--- src/rtl/hazard_pkg.sv ---
// Shared types for the pipeline hazard controller: scoreboard entry, stall FSM
// state and the hard-wired zero register address.
package hazard_pkg;

    typedef struct packed {
        logic       vld;
        logic [4:0] rd;
        logic       wren;
        logic       isload;
    } sb_entry_t;

    typedef enum logic {
        RUN   = 1'b0,
        STALL = 1'b1
    } hz_state_e;

    localparam logic [4:0] X0 = 5'd0;

    // A source depends on an in-flight entry only if that entry really writes a
    // non-zero register with the same address.
    function automatic logic src_match(sb_entry_t e, logic used, logic [4:0] rs);
        return used & e.vld & e.wren & (e.rd != X0) & (e.rd == rs);
    endfunction

endpackage

--- src/rtl/hazard_scoreboard.sv ---
// Shift register of in-flight destination registers (entry 0 = EX). A bubble
// request loads an invalid entry instead of the ID instruction.
module hazard_scoreboard
    import hazard_pkg::*;
#(
    parameter int DEPTH = 3
) (
    input  logic                  clk,
    input  logic                  rst_n,
    input  logic                  bubble,
    input  sb_entry_t             id_entry,
    output sb_entry_t [DEPTH-1:0] entries
);

    always_ff @(posedge clk or negedge rst_n) begin
        if (!rst_n) begin
            entries <= '0;
        end else begin
            entries[0] <= bubble ? sb_entry_t'('0) : id_entry;
            for (int k = 1; k < DEPTH; k++) begin
                entries[k] <= entries[k-1];
            end
        end
    end

endmodule

--- src/rtl/hazard_ctrl.sv ---
// RAW hazard detection and ID/EX sequencing for the 5-stage core, with a stall
// FSM, a consecutive-stall watchdog and a saturating stall counter.
module hazard_ctrl
    import hazard_pkg::*;
#(
    parameter int DEPTH = 3,
    parameter int CNT_W = 16
) (
    input  logic             i_clk,
    input  logic             i_rst_n,
    input  logic             i_fwd_en,
    input  logic [4:0]       i_rs1_addr,
    input  logic [4:0]       i_rs2_addr,
    input  logic             i_rs1_used,
    input  logic             i_rs2_used,
    input  logic [4:0]       i_rd_addr,
    input  logic             i_rdwren,
    input  logic             i_isload,
    input  logic             i_insnvld,
    input  logic             i_br_taken_EX,
    output logic             o_stall_pc,
    output logic             o_stall_if_id,
    output logic             o_flush_if_id,
    output logic             o_flush,
    output logic             o_flush_fwd,
    output logic [CNT_W-1:0] o_stall_cnt,
    output logic             o_err,
    output hz_state_e        o_state
);

    localparam int LEN_W = $clog2(DEPTH + 2);
    localparam logic [LEN_W-1:0] LEN_DEP = LEN_W'(DEPTH);
    localparam logic [LEN_W-1:0] LEN_LIM = LEN_W'(DEPTH + 1);

    sb_entry_t [DEPTH-1:0] sb;
    sb_entry_t             id_entry;
    logic                  m1, m2, hz, stall;
    logic [LEN_W-1:0]      len;

    assign id_entry = '{vld: i_insnvld, rd: i_rd_addr, wren: i_rdwren, isload: i_isload};

    hazard_scoreboard #(.DEPTH(DEPTH)) u_sb (
        .clk      (i_clk),
        .rst_n    (i_rst_n),
        .bubble   (i_br_taken_EX | hz),
        .id_entry (id_entry),
        .entries  (sb)
    );

    // With forwarding only a load still in EX cannot supply its result in time.
    always_comb begin
        m1 = 1'b0;
        m2 = 1'b0;
        for (int k = 0; k < DEPTH; k++) begin
            if (!i_fwd_en || (k == 0 && sb[k].isload)) begin
                m1 = m1 | src_match(sb[k], i_rs1_used, i_rs1_addr);
                m2 = m2 | src_match(sb[k], i_rs2_used, i_rs2_addr);
            end
        end
    end

    assign hz    = i_insnvld & (m1 | m2);
    assign stall = hz & ~i_br_taken_EX;

    assign o_flush_if_id = i_br_taken_EX;
    assign o_flush       = i_br_taken_EX;
    assign o_stall_pc    = stall;
    assign o_stall_if_id = stall;
    assign o_flush_fwd   = stall;

    always_ff @(posedge i_clk or negedge i_rst_n) begin
        if (!i_rst_n) begin
            o_state     <= RUN;
            len         <= '0;
            o_err       <= 1'b0;
            o_stall_cnt <= '0;
        end else begin
            case (o_state)
                RUN:     if (stall)  o_state <= STALL;
                STALL:   if (!stall) o_state <= RUN;
                default: o_state <= RUN;
            endcase
            // len holds the number of stall cycles already completed in this run.
            if (stall) begin
                if (len != LEN_LIM) len <= len + 1'b1;
                if (len >= LEN_DEP) o_err <= 1'b1;
            end else begin
                len <= '0;
            end
            if (stall && o_stall_cnt != '1) begin
                o_stall_cnt <= o_stall_cnt + 1'b1;
            end
        end
    end

endmodule

--- config.mk ---
export PLATFORM = sky130hd
export DESIGN_NAME = hazard_ctrl
export DESIGN_NICKNAME = d
export VERILOG_FILES = /design/src/rtl/hazard_pkg.sv /design/src/rtl/hazard_scoreboard.sv /design/src/rtl/hazard_ctrl.sv
export SDC_FILE = /design/constraint.sdc
export NUM_CORES = 1
export LEC_CHECK = 0
export CORE_AREA = 3 3 59 82
export CTS_BUF_LIST = sky130_fd_sc_hd__clkbuf_16
export DETAILED_ROUTE_END_ITERATION = 7
export DIE_AREA = 0 0 62 85
export PLACE_DENSITY = 0.87
export RECOVER_POWER = 25
export SLEW_MARGIN = 20
export SYNTH_ARGS = -nofsm -noshare
export SYNTH_HDL_FRONTEND = slang
export SYNTH_SLANG_ARGS = --single-unit
--- constraint.sdc ---
create_clock -name i_clk -period 3.6 [get_ports i_clk]
set_input_delay 1.08 -clock i_clk [delete_from_list [all_inputs] [get_ports i_clk]]
set_output_delay 1.08 -clock i_clk [all_outputs]
set_load 0.03 [all_outputs]
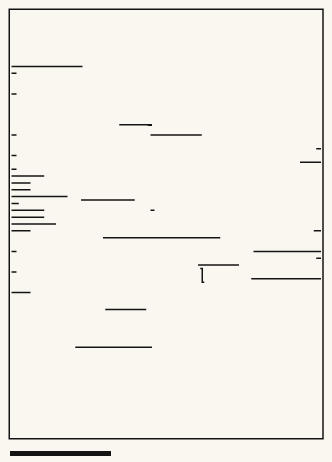
run_1/m3.png
Bar = 20 um.
The layer holds 4.1% of the routed length. The longest straight run is 23.0 um. The layer carries 188 um of wire. 29 nets have wire on it.

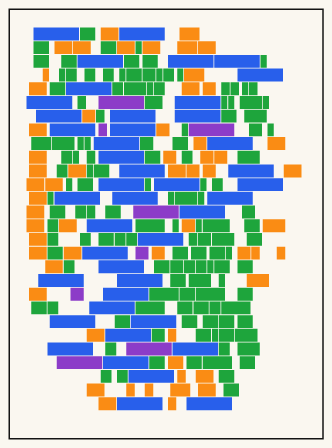
run_1/class_map.png
Orange is remaining buffers and delay cells, cells 58, share of their area 19%. Blue is registers, cells 43, share of their area 39%. Purple is clock drivers and dummy loads, cells 8, share of their area 5.3%. Green is remaining logic cells, cells 132, share of their area 37%.

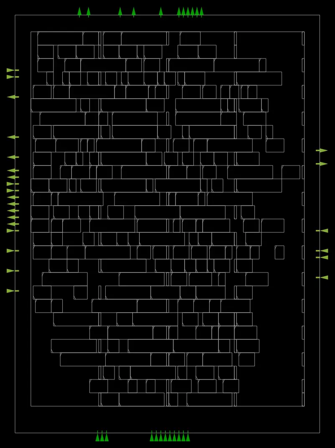
run_1/placed.png
core area: 4240 um^2
Tap Cells: 60
flop count: 43
Row Count: 28
proportion of cell area occupied by registers: 0.382

==> impl_metrics.py, run 1 <==
# Auto-generated metrics
metrics = {
    "clock_tree": {
        "cts_setup_buffers": 1,
        "numCtsBuffers": 5,
        "cts_root_buf": "clkbuf_16",
        "h-tree-depth": 2,
        "cts_hold_buf": 0,
        "clkTransAtPathRegs_ps": 60,
        "clkSinkCount": 43,
        "tritoncts": "yes",
        "insertion_delay_ps": 290,
    },
    "critical_path": {
        "max_stage_delay_ps": 540,
        "crit_start": "i_rs1_used",
        "crit_arrival_ps": 2400,
        "cp_cell_sequence": "clkdlybuf4s50_1 > nand2_1 > o22ai_2 > o211ai_2 > nand2_1 > nand2b_1 > inv_2 > buf_6",
        "r2r-end": "o_stall_cnt[1]$_DFFE_PN0P_",
        "regToRegStartpoint": "u_sb.entries[3]$_DFF_PN0_",
        "worst-path-stages": 8,
        "path_class": "input port to output port",
        "required_ps": 2520,
        "r2r_setup_slack_ps": 1070,
        "cp-end-kind": "output port",
        "path_buffers": 3,
        "slowest_stage": "clkdlybuf4s50_1",
        "crit_path_end": "o_stall_if_id",
    },
    "sta": {
        "max_freq_ghz": 0.287,
        "setup_viol": 0,
        "maxSlewHeadroom": -0.481,
        "worst_slew_pin_slew_ps": 2220,
        "final_hold_viol_count": 0,
        "finalCritPeriodShare": 0.967,
        "fin_tns_setup_ps": 0,
        "post-route-min-period_ps": 3480,
        "drv_slew": 44,
        "rsz0062_at_grt": "false",
    },
    "power_and_ir_drop": {
        "power-top-group": "sequential cells",
        "pwr_density_cell_nw_per_um2": 376,
        "power.leakage_nw": 1.22,
        "peakVddDrop_mv": 0.376,
        "comb_power_share": 0.100,
        "p_seq_w": 0.000513,
        "p_total_w": 0.00106,
        "swShare": 0.239,
        "p_int_w": 0.000807,
        "p_clk_frac": 0.416,
        "p_clk_w": 0.000441,
        "seq_power_share": 0.484,
        "powerComb_w": 0.000106,
    },
    "yosys": {
        "synth_cell_types": 30,
        "synthXorXnorAreaFrac": 0.196,
        "synth_area_um2": 2060,
        "syn_avg_cell_area_um2": 11.4,
        "yosysTopAreaCellShare": 0.523,
        "ys_cells": 180,
        "synthFlopType": "dfrtp_1",
        "async_reset_ff_frac": 1.00,
        "ys_sh_simple": 0.153,
        "floorplan.nets": 208,
        "aoi_share": 0.0706,
        "synthTopCellsByCount": "dfrtp_1 (43), xnor2_1 (35), nand2_1 (18), xor2_1 (11), nand4_1 (10)",
        "top_area_cell": "dfrtp_1",
        "ys_warn_count": 0,
        "ys_seq_frac": 0.523,
        "ys_ff": 43,
        "top_cell": "dfrtp_1",
        "mux_share": 0.00548,
        "logic_family": "XOR/XNOR gates",
        "yosys_area_um2": 2060,
        "ys_sh_adder": 0.0243,
        "topCellsByArea": "dfrtp_1 (52%), xnor2_1 (15%), xor2_1 (4.7%)",
    },
    "global_route": {
        "met1_usage": 0.256,
        "first_global_vias": 1681,
        "grt_busiest_layer": "met2",
        "grt_pass1_wl_mm": 7.90,
        "grtUsageMet3": 0.0457,
        "grtUsageMet2": 0.325,
        "antenna_found_initial": 0,
    },
    "finish": {
        "lay_top_count": "dfrtp_1",
        "reg.largest.list": "u_sb.entries (22), o_stall_cnt (16), len (3)",
        "drive_gt1_frac": 0.195,
        "largest_reg_flops": 22,
        "buf_share": 0.184,
        "antenna_cells": 0,
        "regMostFlops": "u_sb.entries",
        "buffers": 58,
        "fin_cells": 301,
        "comb_area_share": 0.351,
        "mi_logic_area_um2": 987,
        "n_fill_cell": 316,
        "utilization": 0.664,
        "logic_gates": 128,
        "largest_cell_class": "flip-flops and latches",
    },
    "die": {
        "ioPinCount": 47,
        "die_w_um": 62,
        "dieArea_um2": 5270,
    },
    "job": {
        "drv_cap": 1,
        "tool_warnings": 27,
    },
    "route": {
        "wire_per_inst_um": 15.2,
        "drc": 0,
        "ant_nets": 0,
        "dr_wl_met3_um": 187,
        "wl_mm": 4.59,
        "wl_met1_mm": 1.83,
        "top_layer": "met4",
        "via_per_inst": 5.17,
    },
    "status": {
        "outcome": "complete, but fails checks",
        "violations": "max-capacitance violations, max-slew violations",
    },
    "placed_design": {
        "io_buffers": 46,
        "place_congestion": 0.849,
    },
    "hold_path": {
        "hp-start": "u_sb.entries[15]$_DFF_PN0_",
        "worstHoldPathType": "register to register",
        "whs_path_depth": 0,
    },
}
run_1/ff_map.png
Bar = 20 um. Other sequential cells in the stronger grey, the rest of the logic in the fainter grey.
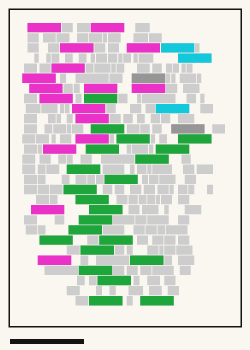

==> run 1 -> run 2 <==
Settings changed: PLACE_DENSITY 0.87 to 0.77.
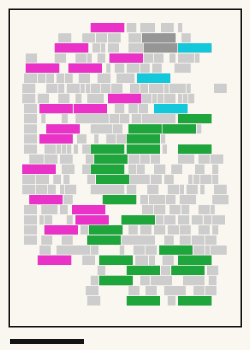
run_2/ff_map.png
Bar = 20 um. Other sequential cells in the stronger grey, the rest of the logic in the fainter grey.
Green is u_sb.entries, sequential cells 22. Cyan is len, sequential cells 3. Magenta is o_stall_cnt, sequential cells 16.
register area: 1080 um^2
proportion of cell area occupied by registers: 0.371
sequential power: 0.000511 W
fin util: 0.685

==> run 2 against run 1 <==
The flow still finishes with violations (max-capacitance violations, max-slew violations). Clock-buffer cell count unchanged. Critical endpoint unchanged. First-iteration DRC count down 43%. Total power decreased by 2.0%. Synthesized area unchanged.
==> impl_metrics.py, run 2 <==
# Auto-generated metrics
metrics = {
    "finish": {
        "lay_top_count": "dfrtp_1",
        "comb_area_share": 0.336,
        "largest_reg_flops": 22,
        "buf_share": 0.213,
        "fin_cells": 313,
        "drive_gt1_frac": 0.206,
        "largest_cell_class": "flip-flops and latches",
        "mi_logic_area_um2": 976,
        "flops": 43,
        "logic_gates": 128,
        "lay_top_cells": "dfrtp_1 (43), xnor2_1 (33), clkdlybuf4s50_1 (31)",
        "regMostFlops": "u_sb.entries",
        "antenna_cells": 0,
        "reg.largest.list": "u_sb.entries (22), o_stall_cnt (16), len (3)",
        "buffers": 70,
        "n_fill_cell": 324,
    },
    "hold_path": {
        "worstHoldPathType": "register to register",
        "hp-start": "u_sb.entries[15]$_DFF_PN0_",
        "whs_path_depth": 0,
    },
    "global_route": {
        "first_global_vias": 1614,
        "grtUsageMet2": 0.289,
        "grt_pass1_wl_mm": 7.03,
        "met1_usage": 0.223,
        "grtUsageMet3": 0.0487,
        "grt_busiest_layer": "met2",
        "antenna_found_initial": 0,
    },
    "route": {
        "ant_nets": 0,
        "drc": 0,
        "dr_wl_met3_um": 189,
        "wl_met1_mm": 1.73,
        "top_layer": "met4",
        "via_per_inst": 4.87,
        "wl_mm": 4.25,
    },
    "power_and_ir_drop": {
        "p_total_w": 0.00104,
        "comb_power_share": 0.099,
        "p_int_w": 0.000805,
        "power-top-group": "sequential cells",
        "pwr_density_cell_nw_per_um2": 358,
        "p_clk_frac": 0.408,
        "seq_power_share": 0.492,
        "peakVddDrop_mv": 0.329,
        "p_clk_w": 0.000424,
        "swShare": 0.225,
    },
    "critical_path": {
        "crit_arrival_ps": 2450,
        "path_class": "input port to output port",
        "path_buffers": 4,
        "regToRegStartpoint": "u_sb.entries[3]$_DFF_PN0_",
        "slowest_stage": "clkdlybuf4s15_1",
        "worst-path-stages": 10,
        "crit_start": "i_rs1_addr[4]",
        "required_ps": 2520,
        "max_stage_delay_ps": 210,
        "cp-end-kind": "output port",
        "r2r_setup_slack_ps": 480,
        "cp_cell_sequence": "clkdlybuf4s15_1 > buf_4 > xnor2_2 > nand4_1 > o22ai_2 > o211ai_2 > nand2_2 > nand2b_4 > inv_4 > buf_6",
        "crit_path_end": "o_stall_if_id",
    },
    "clock_tree": {
        "numCtsBuffers": 5,
        "insertion_delay_ps": 280,
        "h-tree-depth": 2,
        "cts_setup_buffers": 12,
        "clkTransAtPathRegs_ps": 60,
        "cts_root_buf": "clkbuf_16",
        "cts_hold_buf": 0,
        "tritoncts": "yes",
    },
    "sta": {
        "drv_slew": 44,
        "setup_viol": 0,
        "worst_slew_pin_slew_ps": 2250,
        "final_hold_viol_count": 0,
        "max_freq_ghz": 0.283,
        "fin_tns_setup_ps": 0,
    },
    "die": {
        "core-area_um2": 4240,
        "ioPinCount": 47,
        "taps": 60,
        "die_w_um": 62,
        "rows": 28,
        "dieArea_um2": 5270,
    },
    "yosys": {
        "mux_share": 0.00548,
        "top_area_cell": "dfrtp_1",
        "ys_seq_frac": 0.523,
        "yosys_area_um2": 2060,
        "synth_area_um2": 2060,
        "synthXorXnorAreaFrac": 0.196,
        "yosysTopAreaCellShare": 0.523,
        "ys_sh_adder": 0.0243,
        "syn_avg_cell_area_um2": 11.4,
        "ys_cells": 180,
        "floorplan.nets": 208,
        "synthFlopType": "dfrtp_1",
        "logic_family": "XOR/XNOR gates",
        "ys_sh_simple": 0.153,
        "topCellsByArea": "dfrtp_1 (52%), xnor2_1 (15%), xor2_1 (4.7%)",
        "synthTopCellsByCount": "dfrtp_1 (43), xnor2_1 (35), nand2_1 (18), xor2_1 (11), nand4_1 (10)",
        "synth_cell_types": 30,
        "ys_warn_count": 0,
        "top_cell": "dfrtp_1",
        "ys_ff": 43,
        "aoi_share": 0.0706,
    },
    "job": {
        "tool_warnings": 27,
        "drv_cap": 1,
    },
    "placed_design": {
        "dpl-instance-area_um2": 2610,
        "place_congestion": 0.792,
        "io_buffers": 46,
    },
    "status": {
        "violations": "max-capacitance violations, max-slew violations",
        "outcome": "complete, but fails checks",
    },
}
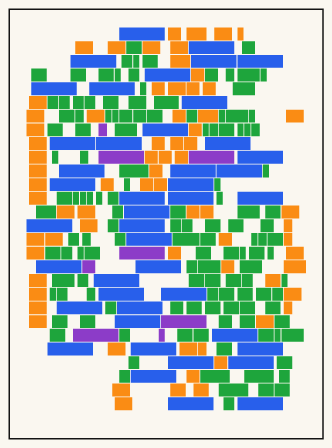
run_2/class_map.png
Green is remaining logic cells, cells 132, share of their area 35%. Orange is remaining buffers and delay cells, cells 70, share of their area 22%. Purple is clock drivers and dummy loads, cells 8, share of their area 5.0%. Blue is registers, cells 43, share of their area 38%.
final non-filler cell area: 2900 um^2

==> run 2 -> run 3 <==
Settings changed: ABC_CLOCK_PERIOD_IN_PS set to 3600.
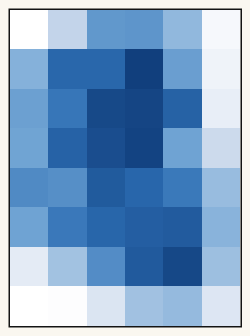
run_3/util_map.png
The die is cut into 6 by 8 equal tiles; white is low, dark blue is high, 0 to 100% covered.
33% of the tiles are over 75% full. The mean over all tiles is 54%. 6.2% of the tiles are nearly empty.
initial core utilization: 0.485

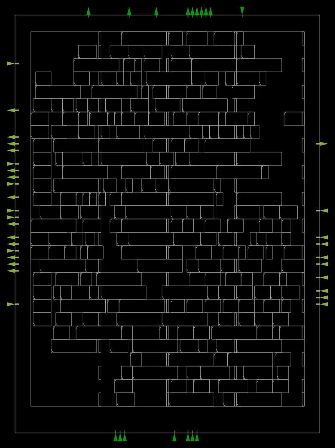
run_3/placed.png
Filler cells: 324
Post-Layout Cell Count: 313

==> run 3 against run 2 <==
The run still ends with max-capacitance violations, max-slew violations left. Utilization did not move. Combinational power barely moved. Total power did not move. Largest cell class unchanged. Highest routed layer unchanged.
==> impl_metrics.py, run 3 <==
# Auto-generated metrics
metrics = {
    "status": {
        "outcome": "complete, but fails checks",
        "violations": "max-capacitance violations, max-slew violations",
    },
    "route": {
        "top_layer": "met4",
        "drc": 0,
        "wl_mm": 4.25,
        "ant_nets": 0,
        "via_per_inst": 4.87,
        "wl_met1_mm": 1.73,
        "dr_wl_met3_um": 189,
    },
    "sta": {
        "max_freq_ghz": 0.283,
        "setup_viol": 0,
        "fin_tns_setup_ps": 0,
        "drv_slew": 44,
        "worst_slew_pin_slew_ps": 2250,
        "final_hold_viol_count": 0,
    },
    "job": {
        "tool_warnings": 27,
        "drv_cap": 1,
    },
    "yosys": {
        "ys_sh_simple": 0.153,
        "syn_avg_cell_area_um2": 11.4,
        "ys_warn_count": 0,
        "synth_cell_types": 30,
        "topCellsByArea": "dfrtp_1 (52%), xnor2_1 (15%), xor2_1 (4.7%)",
        "mux_share": 0.00548,
        "synthFlopType": "dfrtp_1",
        "synth_area_um2": 2060,
        "synthTopCellsByCount": "dfrtp_1 (43), xnor2_1 (35), nand2_1 (18), xor2_1 (11), nand4_1 (10)",
        "aoi_share": 0.0706,
        "top_cell": "dfrtp_1",
        "ys_ff": 43,
        "logic_family": "XOR/XNOR gates",
        "floorplan.nets": 208,
        "ys_sh_adder": 0.0243,
        "ys_seq_frac": 0.523,
        "yosysTopAreaCellShare": 0.523,
        "yosys_area_um2": 2060,
        "top_area_cell": "dfrtp_1",
    },
    "global_route": {
        "grt_pass1_wl_mm": 7.03,
        "antenna_found_initial": 0,
        "first_global_vias": 1614,
        "grtUsageMet3": 0.0487,
        "met1_usage": 0.223,
        "grtUsageMet2": 0.289,
        "grt_busiest_layer": "met2",
    },
    "placed_design": {
        "dpl-instance-area_um2": 2610,
        "io_buffers": 46,
    },
    "die": {
        "taps": 60,
        "die_w_um": 62,
        "core-area_um2": 4240,
        "ioPinCount": 47,
    },
    "critical_path": {
        "crit_path_end": "o_stall_if_id",
        "cp_cell_sequence": "clkdlybuf4s15_1 > buf_4 > xnor2_2 > nand4_1 > o22ai_2 > o211ai_2 > nand2_2 > nand2b_4 > inv_4 > buf_6",
        "required_ps": 2520,
        "max_stage_delay_ps": 210,
        "slowest_stage": "clkdlybuf4s15_1",
        "path_class": "input port to output port",
        "crit_arrival_ps": 2450,
        "worst-path-stages": 10,
        "r2r_setup_slack_ps": 480,
        "cp-end-kind": "output port",
    },
    "power_and_ir_drop": {
        "comb_power_share": 0.099,
        "power-top-group": "sequential cells",
        "p_clk_frac": 0.408,
        "seq_power_share": 0.492,
        "peakVddDrop_mv": 0.329,
        "p_seq_w": 0.000511,
        "swShare": 0.225,
        "p_int_w": 0.000805,
        "p_total_w": 0.00104,
        "pwr_density_cell_nw_per_um2": 358,
    },
    "finish": {
        "largest_cell_class": "flip-flops and latches",
        "seq_share": 0.371,
        "logic_gates": 128,
        "lay_top_cells": "dfrtp_1 (43), xnor2_1 (33), clkdlybuf4s50_1 (31)",
        "buffers": 70,
        "comb_area_share": 0.336,
        "regMostFlops": "u_sb.entries",
        "lay_top_count": "dfrtp_1",
        "utilization": 0.685,
        "largest_reg_flops": 22,
        "mi_logic_area_um2": 976,
        "fin_area_um2": 2900,
    },
    "clock_tree": {
        "cts_root_buf": "clkbuf_16",
        "clkTransAtPathRegs_ps": 60,
        "cts_setup_buffers": 12,
        "cts_hold_buf": 0,
        "h-tree-depth": 2,
        "numCtsBuffers": 5,
    },
    "hold_path": {
        "whs_path_depth": 0,
        "hp-start": "u_sb.entries[15]$_DFF_PN0_",
        "worstHoldPathType": "register to register",
    },
}
No activity file was given, so power comes from the tool's default toggle rates.
